<file path="src/rtl/clk_div_6.sv">
// Synchronous divide-by-N fabric clock with one-cycle wrap tick.
// Outputs are registered; i_en freezes the phase without losing counts.
module clk_div_6 #(
  parameter int DIV_RATIO = 6
) (
  input  logic i_clk,
  input  logic i_reset,
  input  logic i_en,
  output logic o_div_clk,
  output logic o_tick
);

  localparam int CNT_W   = (DIV_RATIO > 1) ? $clog2(DIV_RATIO) : 1;
  localparam int LOW_CYC = DIV_RATIO / 2;

  localparam logic [CNT_W-1:0] LAST = CNT_W'(DIV_RATIO - 1);
  localparam logic [CNT_W-1:0] LOW  = CNT_W'(LOW_CYC);
  localparam logic [CNT_W-1:0] ONE  = CNT_W'(1);

  logic [CNT_W-1:0] cnt_q;
  logic [CNT_W-1:0] cnt_d;
  logic [CNT_W-1:0] cnt_inc;
  logic             div_q;
  logic             div_d;
  logic             tick_q;
  logic             tick_d;

  // Explicit wrap keeps non-power-of-two ratios inside 0..N-1.
  always_comb begin
    cnt_inc = (cnt_q == LAST) ? '0 : cnt_q + ONE;
    cnt_d   = cnt_q;
    div_d   = div_q;
    tick_d  = 1'b0;
    if (i_en) begin
      cnt_d  = cnt_inc;
      div_d  = (cnt_inc >= LOW);
      tick_d = (cnt_inc == LAST);
    end
  end

  always_ff @(posedge i_clk) begin
    if (i_reset) begin
      cnt_q  <= '0;
      div_q  <= 1'b0;
      tick_q <= 1'b0;
    end else begin
      cnt_q  <= cnt_d;
      div_q  <= div_d;
      tick_q <= tick_d;
    end
  end

  assign o_div_clk = div_q;
  assign o_tick    = tick_q;

endmodule

</file>
<file path="config.mk">
export PLATFORM = sky130hd
export DESIGN_NAME = clk_div_6
export DESIGN_NICKNAME = d
export VERILOG_FILES = /design/src/rtl/clk_div_6.sv
export SDC_FILE = /design/constraint.sdc
export NUM_CORES = 1
export LEC_CHECK = 0
export ABC_AREA = 1
export CORE_AREA = 5 5 42 44
export CTS_CLUSTER_DIAMETER = 200
export DETAILED_ROUTE_END_ITERATION = 12
export DIE_AREA = 0 0 47 49
export SYNTH_ARGS = -nofsm -noshare
export SYNTH_HDL_FRONTEND = slang
export SYNTH_SLANG_ARGS = --single-unit
</file>
<file path="constraint.sdc">
create_clock -name i_clk -period 0.9 [get_ports i_clk]
set_clock_uncertainty 0.05 [all_clocks]
set_input_delay 0.18 -clock i_clk [delete_from_list [all_inputs] [get_ports i_clk]]
set_output_delay 0.18 -clock i_clk [all_outputs]
set_load 0.01 [all_outputs]
</file>
==> impl_metrics.env, run 1 <==
# flow metrics
export IMPL_p_sw_uw=138
export IMPL_outcome="finished, final reports clean"
export IMPL_comb_power_share_pct=12.2
export IMPL_nMultiInputCombCells=20
export IMPL_die_height_um=49
export IMPL_yosysWarnings=0
export IMPL_clk_share_pct=8.37
export IMPL_n_antenna_cell=0
export IMPL_dieArea_sq_um=2300
export IMPL_common_cells="10 x nand2_1, 5 x dfxtp_1, 3 x inv_1, 2 x a21oi_1, 2 x a21oi_2"
export IMPL_r2r_end="o_div_clk"
export IMPL_swShare_pct=23.7
export IMPL_clockRootBuffer="clkbuf_4"
export IMPL_grt_antenna_before_repair=0
export IMPL_cp_buffers_inverters=1
export IMPL_startpoint_type="flop"
export IMPL_critPathSlowestCell="dfxtp_2"
export IMPL_inverters=4
export IMPL_setup_violations=0
export IMPL_core_sq_um=1400
export IMPL_hold_slack_ns=0.250
export IMPL_met3_wirelength_um=40
export IMPL_routabilityCongestion=0.786
export IMPL_taps=16
export IMPL_place_ws_ns=-0.336
export IMPL_netlist_area_sq_um=214
export IMPL_critPathArrivalTime_ns=0.66
export IMPL_die_w_um=47
export IMPL_grt_most_used_layer="met2"
export IMPL_worstPathMaxFanout=2
export IMPL_fin_setup_tns_ns=0
export IMPL_largest_register="cnt_q"
export IMPL_finalCriticalPeriod_ns=0.893
export IMPL_synth_logic_top_family="simple AND/OR/NAND/NOR gates"
export IMPL_wl_met1_um=202
export IMPL_cts_buffers=3
export IMPL_tightest_slew_ns=0.214
export IMPL_synthAoiAreaFrac_pct=22.2
export IMPL_ys_seq_share_pct=46.8
export IMPL_ys_flop_type="dfxtp_1"
export IMPL_grtUsageMet1_pct=4.40
export IMPL_grt_pass1_wl_um=703
export IMPL_grt_pass1_vias=194
export IMPL_cts_tree="done"
export IMPL_synth_cells=29
export IMPL_final_nets=42
export IMPL_numPortBuffers=4
export IMPL_holdPathStages=3
export IMPL_met3_usage_pct=5.54
export IMPL_cts_max_level=1
export IMPL_max_freq_mhz=1120
export IMPL_bufAreaShareNonClock_pct=14.3
export IMPL_yosys_cell_types_count=12
export IMPL_dp_hpwl_um=322
export IMPL_hold_buffers=0
export IMPL_cp_depth=1
export IMPL_r2r_slack_ns=0.09
export IMPL_critPathKind="reg2out"
export IMPL_seq_cell_share_pct=33.5
export IMPL_ys_async_sr_fraction_pct=0
export IMPL_r2r_start="cnt_q[0]"
export IMPL_drive_above_1_share_pct=36.8
export IMPL_endpoint="o_div_clk"
export IMPL_worstHoldStart="i_reset"
export IMPL_min_path_type="in2reg"
export IMPL_postSynthAreaPerCell_sq_um=7.38
export IMPL_largest_cell_class="flip-flops and latches"
export IMPL_xor_area_share_pct=0
export IMPL_fp_nets=32
export IMPL_hold_viol=0
export IMPL_timing_final_crit_share_pct=99.2
export IMPL_powerSeq_uw=259
export IMPL_fa_ha_area_share_pct=0
export IMPL_seq_area_sq_um=105
export IMPL_worst_setup_path_end_kind="primary output"
export IMPL_crit_chain="buf_6"
export IMPL_ios=5
export IMPL_insertion_delay_ns=0.24
export IMPL_power_internal_uw=445
export IMPL_synthTopCellsByArea="dfxtp_1 47%, nand2_1 18%, a21oi_2 8.2%"
export IMPL_placed_area_sq_um=282
export IMPL_power_top_group="sequential cells"
export IMPL_ys_area_sq_um=214
export IMPL_place_inst=50
export IMPL_wl_per_cell_um=7.63
export IMPL_synth_stat_cells=29
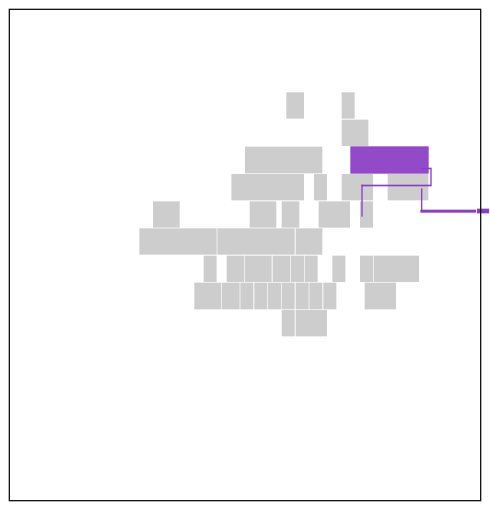
**Above:** run 1 (port wiring).
Scale: 10 px per um.
port	color	bits	direction	end cells	buffers	wire
`o_div_clk`	purple	1	output	1	1	20.1 um

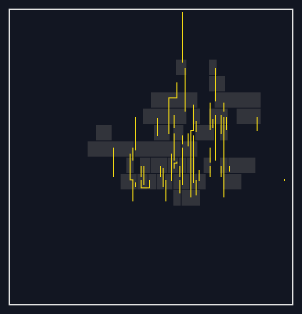
**Above:** run 1 (met2 routing).
Scale: 6 px per um.
longest straight run	13.3 um
share of all routed wire	41%
nets with wire on the layer	34
main direction	vertical
met2 usage: 6.11%
via count: 208
DRT Wirelength: 412 um

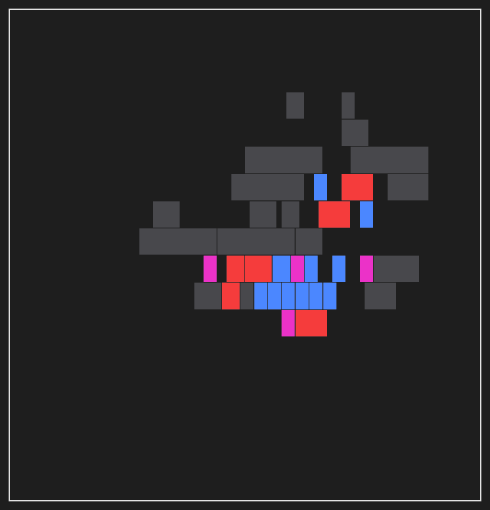
**Above:** run 1 (logic cells by family).
Scale: 10 px per um.
family	color	cells	most used
NAND gates	blue	11	nand2_1
inverting AOI/OAI gates	red	6	a21oi_2
inverters	magenta	4	inv_1

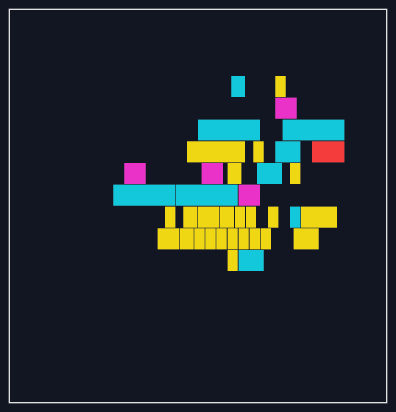
**Above:** run 1 (sizing map).
Scale: 8 px per um.
size	color	cells	share	most used
drive 3 to 4	magenta	4	11%	clkbuf_4
drive 6 and up	red	1	2.6%	buf_6
drive 2	cyan	9	24%	dfxtp_2
drive 1 or less	yellow	24	63%	nand2_1
Final Cell Area: 314 sq um
PnR worst setup slack: 0.00685 ns
synth-to-layout area growth: 46.8%
Non-clk bufs: 5

==> run 2: changes to the inputs <==
--- a/config.mk
+++ b/config.mk
@@ -6,10 +6,14 @@
 export NUM_CORES = 1
 export LEC_CHECK = 0
 export ABC_AREA = 1
+export CELL_PAD_IN_SITES_DETAIL_PLACEMENT = 0
+export CELL_PAD_IN_SITES_GLOBAL_PLACEMENT = 2
 export CORE_AREA = 5 5 42 44
 export CTS_CLUSTER_DIAMETER = 200
 export DETAILED_ROUTE_END_ITERATION = 12
 export DIE_AREA = 0 0 47 49
+export PLACE_DENSITY_LB_ADDON = 0.1
 export SYNTH_ARGS = -nofsm -noshare
 export SYNTH_HDL_FRONTEND = slang
 export SYNTH_SLANG_ARGS = --single-unit
+export TNS_END_PERCENT = 20
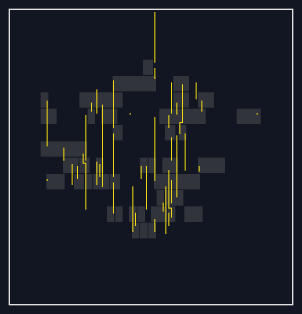
**Above:** run 2 (met2 routing).
Scale: 6 px per um.
nets with wire on the layer	35
share of all routed wire	39%
main direction	vertical
longest straight run	13.6 um

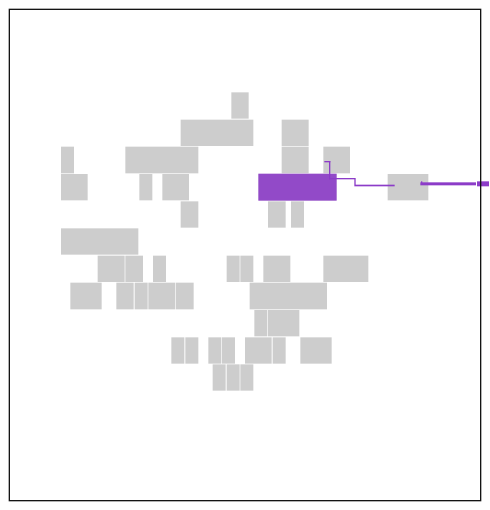
**Above:** run 2 (port wiring).
Scale: 10 px per um.
port	color	bits	direction	end cells	buffers	wire
`o_div_clk`	purple	1	output	1	1	14.7 um

==> run 2 against run 1 <==
Net effect: first-iteration DRC count is 75% lower; area after synthesis unchanged; core utilization is 1.3 points higher; combinational power increased by 17%; design area grew 5.6%.
==> impl_metrics.env, run 2 <==
# flow metrics
export IMPL_postCtsSetupRepairBufs=0
export IMPL_seq_cell_share_pct=31.3
export IMPL_comb_power_share_pct=13.9
export IMPL_globalRouteMet2Util_pct=6.79
export IMPL_grt_pass1_vias=217
export IMPL_powerDensity_nw_per_um2=1790
export IMPL_dieArea_sq_um=2300
export IMPL_critPathSlowestCell="dfxtp_2"
export IMPL_die_w_um=47
export IMPL_synthTopCellsByArea="dfxtp_1 47%, nand2_1 18%, a21oi_2 8.2%"
export IMPL_dr_total_vias=207
export IMPL_synth_stat_cells=29
export IMPL_critPathKind="reg2out"
export IMPL_final_nets=45
export IMPL_insertion_delay_ns=0.24
export IMPL_grt_pass1_wl_um=903
export IMPL_hold_viol=0
export IMPL_place_ws_ns=-0.356
export IMPL_yosysWarnings=0
export IMPL_area_growth_syn_to_layout_pct=55.0
export IMPL_place_inst=52
export IMPL_cts_tree="done"
export IMPL_ios=5
export IMPL_swShare_pct=23.8
export IMPL_finalCriticalPeriod_ns=0.895
export IMPL_drive_above_1_share_pct=36.6
export IMPL_pg_comb_uw=82.8
export IMPL_p_sw_uw=141
export IMPL_tool_warnings=28
export IMPL_cts_max_level=1
export IMPL_layout_cells_most_common="nand2_1"
export IMPL_clockRootBuffer="clkbuf_4"
export IMPL_routabilityCongestion=0.724
export IMPL_nMultiInputCombCells=20
export IMPL_taps=16
export IMPL_fin_setup_tns_ns=0
export IMPL_dp_hpwl_um=377
export IMPL_common_cells="10 x nand2_1, 5 x dfxtp_1, 3 x inv_1, 2 x a21oi_1, 2 x a21oi_2"
export IMPL_endpoint="o_div_clk"
export IMPL_xor_area_share_pct=0
export IMPL_r2r_end="cnt_q[2]"
export IMPL_wl_met1_um=239
export IMPL_timing_final_crit_share_pct=99.4
export IMPL_placed_area_sq_um=297
export IMPL_r2r_start="cnt_q[0]"
export IMPL_grtUsageMet1_pct=6.84
export IMPL_synthAoiAreaFrac_pct=22.2
export IMPL_hold_buffers=0
export IMPL_n_antenna_cell=0
export IMPL_outcome="finished, final reports clean"
export IMPL_grt_antenna_before_repair=0
export IMPL_seq_area_sq_um=104
export IMPL_worst_setup_path_end_kind="primary output"
export IMPL_wl_per_cell_um=8.28
export IMPL_largest_cell_class="flip-flops and latches"
export IMPL_met3_usage_pct=7.01
export IMPL_cp_buffers_inverters=1
export IMPL_max_freq_mhz=1120
export IMPL_yosysMostFrequentCell="nand2_1"
export IMPL_tightest_slew_ns=0.194
export IMPL_min_path_type="in2reg"
export IMPL_power_top_group="sequential cells"
export IMPL_postSynthAreaPerCell_sq_um=7.38
export IMPL_fin_area_sq_um=332
export IMPL_critPathArrivalTime_ns=0.66
export IMPL_routed_wirelength_um=472
export IMPL_worstPathMaxFanout=2
export IMPL_r2r_slack_ns=0.04
export IMPL_bufAreaShareNonClock_pct=20.4
export IMPL_layout_setup_ws_ns=0.00539
export IMPL_clk_share_pct=7.92
export IMPL_fp_nets=32
export IMPL_grt_most_used_layer="met3"
export IMPL_inverters=4
export IMPL_startpoint_type="flop"
export IMPL_setup_violations=0
export IMPL_worstHoldStart="i_reset"
export IMPL_largest_register="cnt_q"
export IMPL_cp_depth=1
export IMPL_buffers=8
export IMPL_ys_seq_share_pct=46.8
export IMPL_synth_logic_top_family="simple AND/OR/NAND/NOR gates"
export IMPL_die_height_um=49
export IMPL_power_internal_uw=454
export IMPL_numPortBuffers=4
export IMPL_hold_slack_ns=0.239
No activity file was given, so power comes from the tool's default toggle rates.
